**src/rtl/clk_div_pkg.sv**
```systemverilog
// ----------------------------------------------------------------------------
// clk_div_pkg
// Shared types and constants for the programmable clock divider.
//   state_e : divider control states (IDLE, RUN, STOP)
//   MIN_DIV : smallest divisor that can be made active; smaller requests clamp
// ----------------------------------------------------------------------------
package clk_div_pkg;

   typedef enum logic [1:0] {
      IDLE = 2'd0,
      RUN  = 2'd1,
      STOP = 2'd2
   } state_e;

   localparam int unsigned MIN_DIV = 2;

endpackage : clk_div_pkg

```
**src/rtl/clk_div_period_cnt.sv**
```systemverilog
// ----------------------------------------------------------------------------
// clk_div_period_cnt
// Period counter for the clock divider: counts 0..N-1 and wraps to 0.
//   clkIn     : clock, rising edge
//   rstIn     : asynchronous active-high reset, clears the count
//   restartIn : synchronous restart, holds the count at 0
//   enIn      : count enable
//   divIn     : period length N (always >= 2)
//   cntOut    : current count
//   lastOut   : high while count == N-1
// ----------------------------------------------------------------------------
module clk_div_period_cnt #(
   parameter int unsigned CNT_W = 8
) (
   input  logic             clkIn,
   input  logic             rstIn,
   input  logic             restartIn,
   input  logic             enIn,
   input  logic [CNT_W-1:0] divIn,
   output logic [CNT_W-1:0] cntOut,
   output logic             lastOut
);

   logic [CNT_W-1:0] cnt_q;
   logic [CNT_W-1:0] cnt_d;
   logic             last_c;

   // divIn is never below 2, so divIn-1 cannot underflow
   assign last_c = (cnt_q == (divIn - CNT_W'(1)));

   // Next count: restart or wrap to 0, otherwise advance when enabled
   always_comb begin
      cnt_d = cnt_q;
      if (restartIn || (enIn && last_c)) begin
         cnt_d = '0;
      end else if (enIn) begin
         cnt_d = cnt_q + CNT_W'(1);
      end
   end

   always_ff @(posedge clkIn or posedge rstIn) begin
      if (rstIn) begin
         cnt_q <= '0;
      end else begin
         cnt_q <= cnt_d;
      end
   end

   assign cntOut  = cnt_q;
   assign lastOut = last_c;

endmodule : clk_div_period_cnt

```
**src/rtl/clk_div_prog.sv**
```systemverilog
// ----------------------------------------------------------------------------
// clk_div_prog
// Programmable clock divider with glitch-free divisor updates.
//   clkIn      : clock, rising edge
//   rstIn      : asynchronous active-high reset
//   enIn       : run enable (level)
//   divIn      : requested output period in clkIn cycles
//   divLoadIn  : one-cycle strobe capturing divIn as the pending divisor
//   clkOut     : divided clock, high for floor(N/2) cycles of each period
//   tickOut    : one-cycle pulse on each clkOut rising edge
//   loadAckOut : one-cycle pulse when the pending divisor becomes active
//   activeOut  : high while in RUN or STOP
// ----------------------------------------------------------------------------
module clk_div_prog
   import clk_div_pkg::*;
#(
   parameter int unsigned CNT_W   = 8,
   parameter int unsigned DIV_RST = 4
) (
   input  logic             clkIn,
   input  logic             rstIn,
   input  logic             enIn,
   input  logic [CNT_W-1:0] divIn,
   input  logic             divLoadIn,
   output logic             clkOut,
   output logic             tickOut,
   output logic             loadAckOut,
   output logic             activeOut
);

   state_e           state_q;
   logic [CNT_W-1:0] div_act_q;
   logic [CNT_W-1:0] div_pend_q;
   logic [CNT_W-1:0] div_pend_d;
   logic             pend_q;
   logic             pend_d;
   logic             clk_q;
   logic             tick_q;
   logic             ack_q;
   logic             active_q;

   logic [CNT_W-1:0] cnt;
   logic             last;
   logic             boundary_c;
   logic             apply_c;
   logic             clk_mid_c;
   logic [CNT_W-1:0] div_cap_c;
   logic [CNT_W-1:0] half_c;

   clk_div_period_cnt #(
      .CNT_W (CNT_W)
   ) u_period_cnt (
      .clkIn     (clkIn),
      .rstIn     (rstIn),
      .restartIn (state_q == IDLE),
      .enIn      (state_q != IDLE),
      .divIn     (div_act_q),
      .cntOut    (cnt),
      .lastOut   (last)
   );

   // Period boundary: RUN entry from IDLE, or a wrap that keeps running
   assign boundary_c = (state_q == IDLE) ? enIn : (enIn && last);
   assign apply_c    = boundary_c && pend_q;

   // Clock level for the next count inside the current period; only used
   // when not at N-1, so cnt+1 cannot overflow
   assign half_c    = div_act_q >> 1;
   assign clk_mid_c = ((cnt + CNT_W'(1)) < half_c);

   // Requests below the minimum divisor are clamped on capture
   assign div_cap_c = (divIn < CNT_W'(MIN_DIV)) ? CNT_W'(MIN_DIV) : divIn;

   // Pending divisor: newest strobe wins; a strobe coinciding with a
   // boundary is kept for the next boundary while the old value applies now
   always_comb begin
      div_pend_d = div_pend_q;
      pend_d     = pend_q;
      if (divLoadIn) begin
         div_pend_d = div_cap_c;
         pend_d     = 1'b1;
      end else if (apply_c) begin
         pend_d     = 1'b0;
      end
   end

   always_ff @(posedge clkIn or posedge rstIn) begin
      if (rstIn) begin
         div_pend_q <= CNT_W'(MIN_DIV);
         pend_q     <= 1'b0;
      end else begin
         div_pend_q <= div_pend_d;
         pend_q     <= pend_d;
      end
   end

   // Control FSM with registered outputs
   always_ff @(posedge clkIn or posedge rstIn) begin
      if (rstIn) begin
         state_q   <= IDLE;
         div_act_q <= CNT_W'(DIV_RST);
         clk_q     <= 1'b0;
         tick_q    <= 1'b0;
         ack_q     <= 1'b0;
         active_q  <= 1'b0;
      end else begin
         tick_q <= 1'b0;
         ack_q  <= 1'b0;
         if (boundary_c) begin
            // New period starts: count 0 is always in the high phase
            state_q  <= RUN;
            clk_q    <= 1'b1;
            tick_q   <= 1'b1;
            active_q <= 1'b1;
            if (pend_q) begin
               div_act_q <= div_pend_q;
               ack_q     <= 1'b1;
            end
         end else begin
            case (state_q)
               IDLE: begin
                  clk_q    <= 1'b0;
                  active_q <= 1'b0;
               end
               RUN, STOP: begin
                  if (last) begin
                     // Period finished with enable low: park
                     state_q  <= IDLE;
                     clk_q    <= 1'b0;
                     active_q <= 1'b0;
                  end else begin
                     if (!enIn) begin
                        state_q <= STOP;
                     end
                     clk_q <= clk_mid_c;
                  end
               end
               default: begin
                  state_q  <= IDLE;
                  clk_q    <= 1'b0;
                  active_q <= 1'b0;
               end
            endcase
         end
      end
   end

   assign clkOut     = clk_q;
   assign tickOut    = tick_q;
   assign loadAckOut = ack_q;
   assign activeOut  = active_q;

endmodule : clk_div_prog

```
**config.mk**
```make
export PLATFORM = sky130hd
export DESIGN_NAME = clk_div_prog
export DESIGN_NICKNAME = d
export VERILOG_FILES = /design/src/rtl/clk_div_pkg.sv /design/src/rtl/clk_div_period_cnt.sv /design/src/rtl/clk_div_prog.sv
export SDC_FILE = /design/constraint.sdc
export NUM_CORES = 1
export LEC_CHECK = 0
export CORE_MARGIN = 10
export CORE_UTILIZATION = 40
export DETAILED_ROUTE_END_ITERATION = 8
export GPL_TIMING_DRIVEN = 0
export PLACE_DENSITY = 0.59
export SLEW_MARGIN = 20
export SYNTH_ARGS = -nofsm -noshare
export SYNTH_HDL_FRONTEND = slang
export SYNTH_SLANG_ARGS = --single-unit
```
**constraint.sdc**
```tcl
create_clock -name clkIn -period 2.4 [get_ports clkIn]
set_clock_uncertainty 0.15 [all_clocks]
set_input_delay 0.24 -clock clkIn [delete_from_list [all_inputs] [get_ports clkIn]]
set_output_delay 0.24 -clock clkIn [all_outputs]
set_load 0.005 [all_outputs]
```
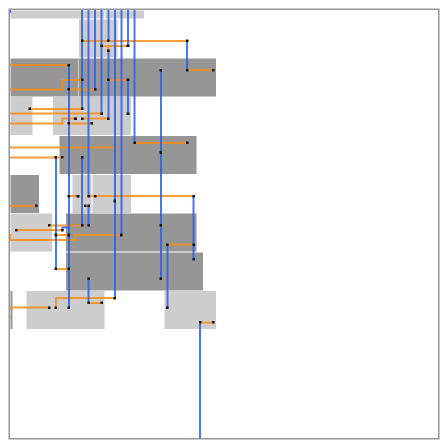
(run_1/zoom.png)
Window x 49 to 79, y 6 to 36 um. Cells in gray, sequential cells in the stronger gray; small squares are vias.
legend:
  blue:
    layer: met2
  orange:
    layer: met1
cells with their middle in the window: 11
sequential cells in the window: 4
netlist names of flops here include: `div_act_q` (3), `loadAckOut` (1)
most frequent: mux2_4 (3), dfrtp_2 (2), buf_4 (2)

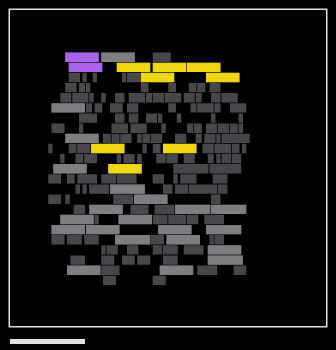
(run_1/registers.png)
Bar = 20 um.
legend:
  yellow:
    signal: `u_period_cnt.cntOut`
    sequential_cells: 8
    where: top center
  purple:
    signal: `state_q`
    sequential_cells: 2
not colored: 21
Seq group: 0.000842 W
Register Area: 783 um^2
Seq area share: 38.2%
Core Util, Final: 50.8%

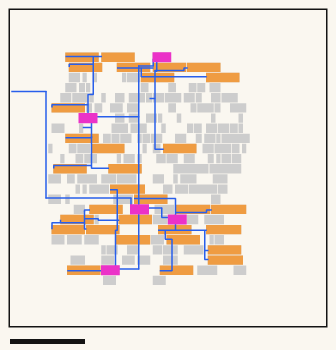
(run_1/clock_map.png)
Bar = 20 um.
legend:
  magenta:
    item: cells driving clock nets
    count: 5
  blue:
    item: clock wires
    length: 451 um
  orange:
    item: flip-flops
    count: 31
routed clock nets: 6

==> GITHUB_STEP_SUMMARY, run 1 <==
### Flow metrics

| Metric | Value |
|---|---|
| Initial DRC count | `67` |
| Share of power burned in registers | `a little under two fifths` |
| Via count | `1116` |
| Initial antenna violation count | `0` |
| First-pass GRT wire length | `5.64 mm` |
| WHS Path Cells | `2` |
| CTS root buffer | `clkbuf_8` |
| Num CTS Buffers | `5` |
| Vias in the first global route | `~1200` |
| Nets | `191` |
| Number of enable flip-flop cells | `0` |
| R2R depth | `7` |
| Share of the synthesized area in the top cell type | `43.3%` |
| OpenROAD warning count | `29` |
| Die height | `84.7 um` |
| Comb pwr | `0.00105 W` |
| Placed Cells | `208` |
| Layout Area Growth over Synthesis | `22.2%` |
| CP Data Arrival Time | `2.49 ns` |
| Post-route setup slack | `-0.0766 ns` |
| Vias per cell | `5.05` |
| Die width | `84.7 um` |
| Most used flip-flop cell | `dfrtp_1` |
| Required @ worst endpoint | `2.42 ns` |
| Largest net degree at the start of global routing | `32` |
| Total number of H-tree levels | `2` |
| Yosys warnings | `0` |
| Top pwr grp | `combinational logic` |
| Clock Pin Slew Worst Setup and Hold Paths | `0.06 ns` |
| Layout cells sized above 1 | `23.4%` |
| Distinct lib cells | `41` |
| Worst r2r src | `div_act_q[3]` |
| Clock net sink count | `31` |
| Post-layout period usage | `103%` |
| Synth Seq Share | `46.4%` |
| Yosys Chip Area | `0.00168 mm^2` |
| Rows | `23` |
| Crit-path max FO | `9` |
| PD cells | `1120 mW/mm^2` |
| Wire per inst | `between 10 and 15 um` |
| DRC Markers | `0` |
| Final non-filler cell total | `around 220` |
| Syn Inst Count | `145` |
| Max cap viols | `0` |
| Filler cell count in the final layout | `roughly 380` |
| Worst r2r dst | `div_act_q[4]` |
| Failing checks | `negative setup slack` |
| Status | `finished, violations left` |
| Synthesized flop and latch total | `31` |
| Syn avg cell area | `11.6 um^2` |
| Clock Power | `0.000391 W` |
| Total Routing Usage GR | `9.79%` |
| Sw power | `0.000826 W` |
| CTS Buffer Depth | `2` |
| TNS Setup | `-0.576 ns` |
| Initial DRT Pass Iterations | `4` |
| Cell taking the most area after synthesis | `dfrtp_1` |
| Final setup violation count | `10` |
| I/O pins | `16` |
| Unrepaired setup endpoints after global routing | `yes` |
| Final Cell Area | `0.00205 mm^2` |
| WHS | `0.191 ns` |
==> run 1: registers in the layout, summed over array words and instances (netlist names) <==
| name | cells |
|---|---|
| activeOut | 1 |
| clkOut | 1 |
| div_act_q | 8 |
| div_pend_q | 8 |
| loadAckOut | 1 |
| pend_q | 1 |
| state_q | 2 |
| tickOut | 1 |
| u_period_cnt.cntOut | 8 |
==> run 1: logic make-up (layout without fill, tap and decap cells) <==
logic type	Yosys count	after routing	share of synthesized area, %
and+or+nand+nor	36	36	12.5
buffers and inverters	18	44	4.48
adders and majority gates	9	9	6.72
muxes	14	14	11.2
xor gates and xnor gates	15	15	7.84
AOI/OAI and AO/OA	22	22	10.8
DFF	31	31	46.4
==> run 1: what timing repair did <==
item / CTS / global route
buffers inserted: 5 / 0
pin swaps: 2 / 1
gates resized: 7 / 1
gates cloned: 0 / 0
setup endpoints to repair: 11 / 14
==> run 1: how the worst max path moves through the flow <==
| stage | start | endpoint | slack (ns) | cells after the start |
|---|---|---|---|---|
| after global placement | div_act_q[0] | div_act_q[7] | -0.20 | 9 |
| final | div_act_q[3] | div_act_q[4] | -0.08 | 7 |
| after global routing | div_act_q[3] | div_act_q[3] | -0.15 | 7 |
| after detailed placement | div_act_q[0] | div_act_q[6] | -0.28 | 9 |
| after floorplan | div_act_q[0] | div_act_q[0] | -0.001 | 9 |
| after CTS | div_act_q[3] | div_act_q[6] | -0.09 | 7 |
==> run 1: placed cells by master (no fill, tap or decap), types with 4 or more instances in the layout <==
| cell | instances |
|---|---|
| mux2_4 | 8 |
| and2_1 | 4 |
| clkdlybuf4s50_1 | 13 |
| buf_4 | 5 |
| dfrtp_1 | 25 |
| and3_1 | 8 |
| nor2_1 | 6 |
| inv_1 | 14 |
| xnor2_1 | 11 |
| nand2_1 | 4 |
| ha_1 | 9 |
| xor2_1 | 4 |
| dfrtp_2 | 4 |
| mux2_2 | 6 |
| clkbuf_8 | 5 |
==> run 1: synth_stat cells, drive strengths merged (3+ instances only) <==
| library cell | n |
|---|---|
| and3 | 8 |
| xor2 | 4 |
| mux2 | 14 |
| nor2 | 6 |
| inv | 15 |
| a21oi | 3 |
| nand2 | 4 |
| and2 | 4 |
| ha | 9 |
| xnor2 | 11 |
| nand3 | 3 |
| dfrtp | 29 |
==> run 1: worst max-delay path: stages, from the launching register on <==
cell       delay (ns)
dfrtp_2          0.41
or3_4            0.38
o31a_1           0.29
nor4_4           0.31
o2111ai_4        0.16
a21bo_1          0.21
buf_6            0.15
mux2_4           0.29
==> run 1: routing by layer <==
metal	wire [um]	global-route usage [%]	share of wire [%]
met3	111	3.38	3.4
met4	82	5.84	2.5
met2	1520	15.2	47
met5	0	0	0
met1	1510	11.4	47
==> run 1: layout make-up <==
class | count | area share (%)
Inverter | 15 | 2.75
Sequential cell | 31 | 38.2
Multi-Input combinational cell | 96 | 42.9
Clock inverter | 1 | 0.244
Buffer | 3 | 0.916
Clock buffer | 7 | 3.73
Timing Repair Buffer | 18 | 8.19
Tap cell | 50 | 3.05
==> run_1/drive_strength.png <==
Bar = 20 um.
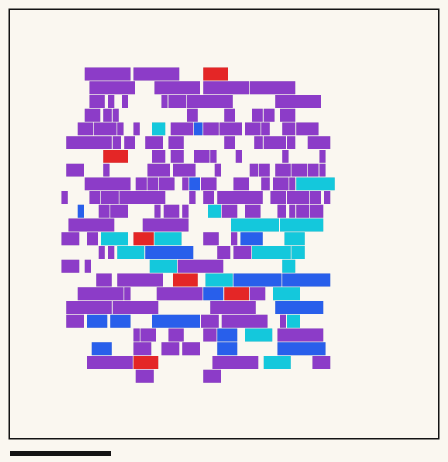

==> run 1 -> run 2 <==
--- a/config.mk
+++ b/config.mk
@@ -6,10 +6,10 @@
 export NUM_CORES = 1
 export LEC_CHECK = 0
 export CORE_MARGIN = 10
-export CORE_UTILIZATION = 40
+export CORE_UTILIZATION = 35
 export DETAILED_ROUTE_END_ITERATION = 8
 export GPL_TIMING_DRIVEN = 0
-export PLACE_DENSITY = 0.59
+export PLACE_DENSITY = 0.53
 export SLEW_MARGIN = 20
 export SYNTH_ARGS = -nofsm -noshare
 export SYNTH_HDL_FRONTEND = slang
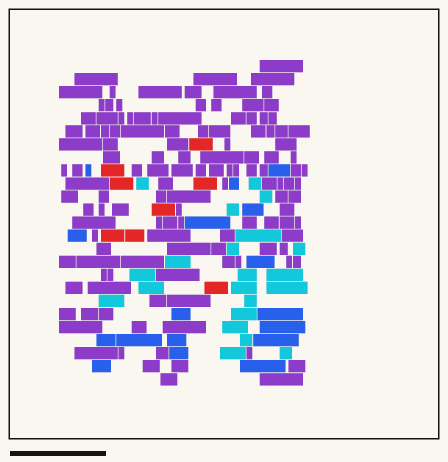
(run_2/drive_strength.png)
Bar = 20 um.
legend:
  blue:
    size: drive 2
    cells: 17
    share: 9.7%
  purple:
    size: drive 1 or less
    cells: 129
    share: 74%
  cyan:
    size: drive 3 to 4
    cells: 21
    share: 12%
  red:
    size: drive 6 and up
    cells: 8
    share: 4.6%

==> run 2 against run 1 <==
Effect of this change:
- the run still ends with negative setup slack left
- clock power rose by 13%
- non-clock buffer count rose by 4
- die size rose by 11%
- power rose by 4.4%
- via count rose by 4.9%
- sequential cell count did not move
- synthesized cell count did not move
- cell count rose by 3.6%
- core utilization fell by 6.1 points
- hold slack improved by 0.0072 ns
- clock-buffer cell count rose by 1
- critical path type unchanged
- largest power group unchanged
==> GITHUB_STEP_SUMMARY, run 2 <==
### Flow metrics

| Metric | Value |
|---|---|
| CP Data Arrival Time | `2.48 ns` |
| Worst r2r src | `div_act_q[3]` |
| RePlAce Congestion | `0.780` |
| Final antenna-violating net count | `0` |
| Yosys Chip Area | `around 0.0017 mm^2` |
| Grt ovf | `0` |
| Die width | `89.2 um` |
| Via count | `1171` |
| Fin. Hold Viols | `0` |
| Post-route setup slack | `-0.0678 ns` |
| Post-synthesis xor/xnor area fraction | `7.84%` |
| Post-layout period usage | `103%` |
| Rows | `25` |
| Core area | `0.00469 mm^2` |
| Init Core Util | `between 30 and 40%` |
| Period minus WS final | `roughly 2.5 ns` |
| WHS Path Cells | `2` |
| IO Port Bufs | `13` |
| GR Layer Usage met3 | `2.64%` |
| Synth async-reset ratio | `100%` |
| Number of enable flip-flop cells | `0` |
| Adder Area Share | `6.72%` |
| Total routed wirelength | `3.47 mm` |
| CTS root buffer | `clkbuf_8` |
| Max cap viols | `0` |
| Area fraction in mux cells | `around 11%` |
| Commonest Layout Cell | `dfrtp_1` |
| I/O pins | `16` |
| OpenROAD warning count | `29` |
| Syn Inst Count | `around 150` |
| M1 GR Usage | `10.7%` |
| Worst r2r dst | `div_act_q[3]` |
| Nets | `between 150 and 200` |
| Synthesized flop and latch total | `31` |
| Failing checks | `negative setup slack` |
| CTS Buffer Depth | `2` |
| Critical Path Start Type | `flip-flop` |
| Final setup violation count | `9` |
| Critical path type | `flip-flop to flip-flop` |
| Wire per inst | `15.2 um` |
| First-pass GRT wire length | `6.20 mm` |
| Simple-Gate Fraction of Synth Area | `12.5%` |
| Met2 Track Usage GR | `approximately 18%` |
| Layout cells sized above 1 | `between 20% and 30%` |
| Biggest area cells | `dfrtp_1 (43%), mux2_4 (7.2%), ha_1 (6.7%)` |
| Synth Seq Share | `46.4%` |
| Slack of the worst reg-to-reg path | `-0.07 ns` |
| Worst min-delay path class | `primary input to flip-flop` |
| Share of the synthesized area in the top cell type | `a little over two fifths` |
| Distinct lib cells | `41` |
| Dominant kind of combinational cell | `simple AND/OR/NAND/NOR gates` |
| Required @ worst endpoint | `2.41 ns` |
| Yosys cell count | `145` |
| GRT Max-Usage Layer | `met2` |
| DRC Markers | `0` |
| Synth Net Count | `166` |
| Peak VDD IR | `499 uV` |
| Area of the mapped netlist | `0.00168 mm^2` |
| Initial antenna violation count | `0` |
| Most frequent cells in the layout | `dfrtp_1 (25), inv_1 (14), clkdlybuf4s50_1 (13), xnor2_1 (10)` |
| Leakage power | `0.997 nW` |
| Total Routing Usage GR | `9.94%` |
| CTS tree | `done` |
| Vias per cell | `5.11` |
| Vias in the first global route | `1335` |
| Final Slew Violations | `0` |
| PD cells | `1140 mW/mm^2` |
| Unrepaired setup endpoints after global routing | `yes` |
| Yosys warnings | `0` |
| Clock net sink count | `31` |
| Clock Pin Slew Worst Setup and Hold Paths | `0.06 ns` |
| Synth top cells by count | `dfrtp_1 (29), inv_1 (15), xnor2_1 (11), ha_1 (9)` |
| Diode count | `0` |
| Yosys aoi share | `10.8%` |
| DPL Wire Length | `2.61 mm` |
| Actual slew at the worst max-slew pin | `0.638 ns` |
| Clk ins delay skew pair | `0.28 ns` |
| Initial DRT Pass Iterations | `4` |
| Num CTS Buffers | `5` |
| Initial DRC count | `39` |
| Fmax achieved | `405 MHz` |
| Layout Area Growth over Synthesis | `25.3%` |
| Total number of H-tree levels | `2` |
| Largest net degree at the start of global routing | `32` |
| Crit-path max FO | `9` |
| Hold endpoint | `state_q[0]` |
| Status | `finished, violations left` |
| Slew headroom | `a little under three fifths` |
| R2R depth | `7` |
| Cell taking the most area after synthesis | `dfrtp_1` |
| Pre-CTS setup slack | `-0.255 ns` |
| Hold Startpoint | `enIn` |
| Die height | `89.2 um` |
| Most used flip-flop cell | `dfrtp_1` |
| Setup crit end kind | `flip-flop` |
| Chip area | `0.00796 mm^2` |
| Syn avg cell area | `approximately 12 um^2` |
| Top cell type by instance count after synthesis | `dfrtp_1` |
| Crit path from | `div_act_q[3]` |
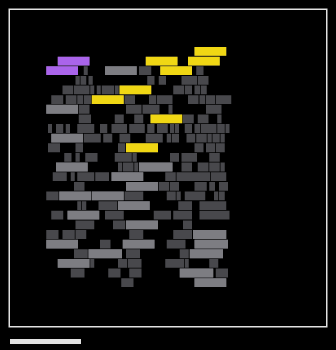
(run_2/registers.png)
Bar = 20 um.
legend:
  purple:
    signal: `state_q`
    sequential_cells: 2
  yellow:
    signal: `u_period_cnt.cntOut`
    sequential_cells: 8
    where: top center
not colored: 21
Core Util, Final: 44.8%
Seq area share: 37.3%
Seq group: 0.000832 W

-- run 2: cell counts after synthesis --
No cell type changed its count.
-- run 2: through the flow --
| stage | power, W | instances | setup TNS [ns] | hold slack, ns | area, um^2 |
|---|---|---|---|---|---|
| after global routing | 0.00258 | 229 | -1.59 | 0.257 | 2100 |
| after global placement | 0.00179 | 212 | -1.67 | 0.336 | 1900 |
| after detailed placement | 0.00182 | 212 | -2.15 | 0.344 | 1900 |
| final | 0.00239 | 229 | -0.473 | 0.198 | 2100 |
| after floorplan | 0.00156 | 145 | -0.00715 | 0.192 | 1700 |
| after CTS | 0.00235 | 225 | -0.835 | 0.191 | 2050 |
-- run 2: what timing repair did --
item	in CTS	in global routing
cloned	0	0
resized	6	2
pin swaps	2	1
endpoints found under the setup margin	12	14
buffers inserted	5	4
hold buffers	0	0
-- run 2: worst max-delay path by stage --
stage                        end  slack (ns)  cells past startpoint
finish              div_act_q[3]       -0.07                      7
global route        div_act_q[3]       -0.16                      9
CTS                 div_act_q[3]       -0.10                      7
detailed placement  div_act_q[5]       -0.26                      9
global placement    div_act_q[1]       -0.21                      9
floorplan           div_act_q[0]      -0.001                      9
-- run 2: area by class of cell --
class	count	area, um^2
fill	444	2590
multi-input combinational	96	877
sequential	31	783
timing repair buffer	22	198
clock buffer	8	100
tap	54	67.6
inverter	15	56.3
buffer	3	18.8
-- run 2: report_power, final --
part | internal [W] | total (W) | switching, W
Sequential | 0.000691 | 0.000832 | 0.000141
Combinational | 0.000600 | 0.00111 | 0.000511
Clock | 0.000261 | 0.000443 | 0.000181
Total | 0.00155 | 0.00239 | 0.000834
-- run 2: logic make-up (layout without fill, tap and decap cells) --
family	Yosys count	after routing
XOR/XNOR	15	15
buffers and inverters	18	48
AND-OR/OR-AND	22	22
adder cells (fa/ha/maj)	9	9
multiplexers	14	14
AND/OR/NAND/NOR	36	36
flip-flops	31	31
-- run 2: metal layers --
layer	vias to the layer above	share of wire [%]
met2	18	51
met3	5	3.5
li1	573	-
met5	-	0
met4	0	1.4
met1	575	44
-- run 2: critical path: stages (launching register included) --
cell       delay [ns]
dfrtp_2          0.41
or3_4            0.38
o31a_1           0.30
o211a_1          0.25
o2111ai_4        0.24
a21bo_1          0.16
buf_6            0.16
mux2_4           0.31
Power is estimated from default activity; no workload was simulated.
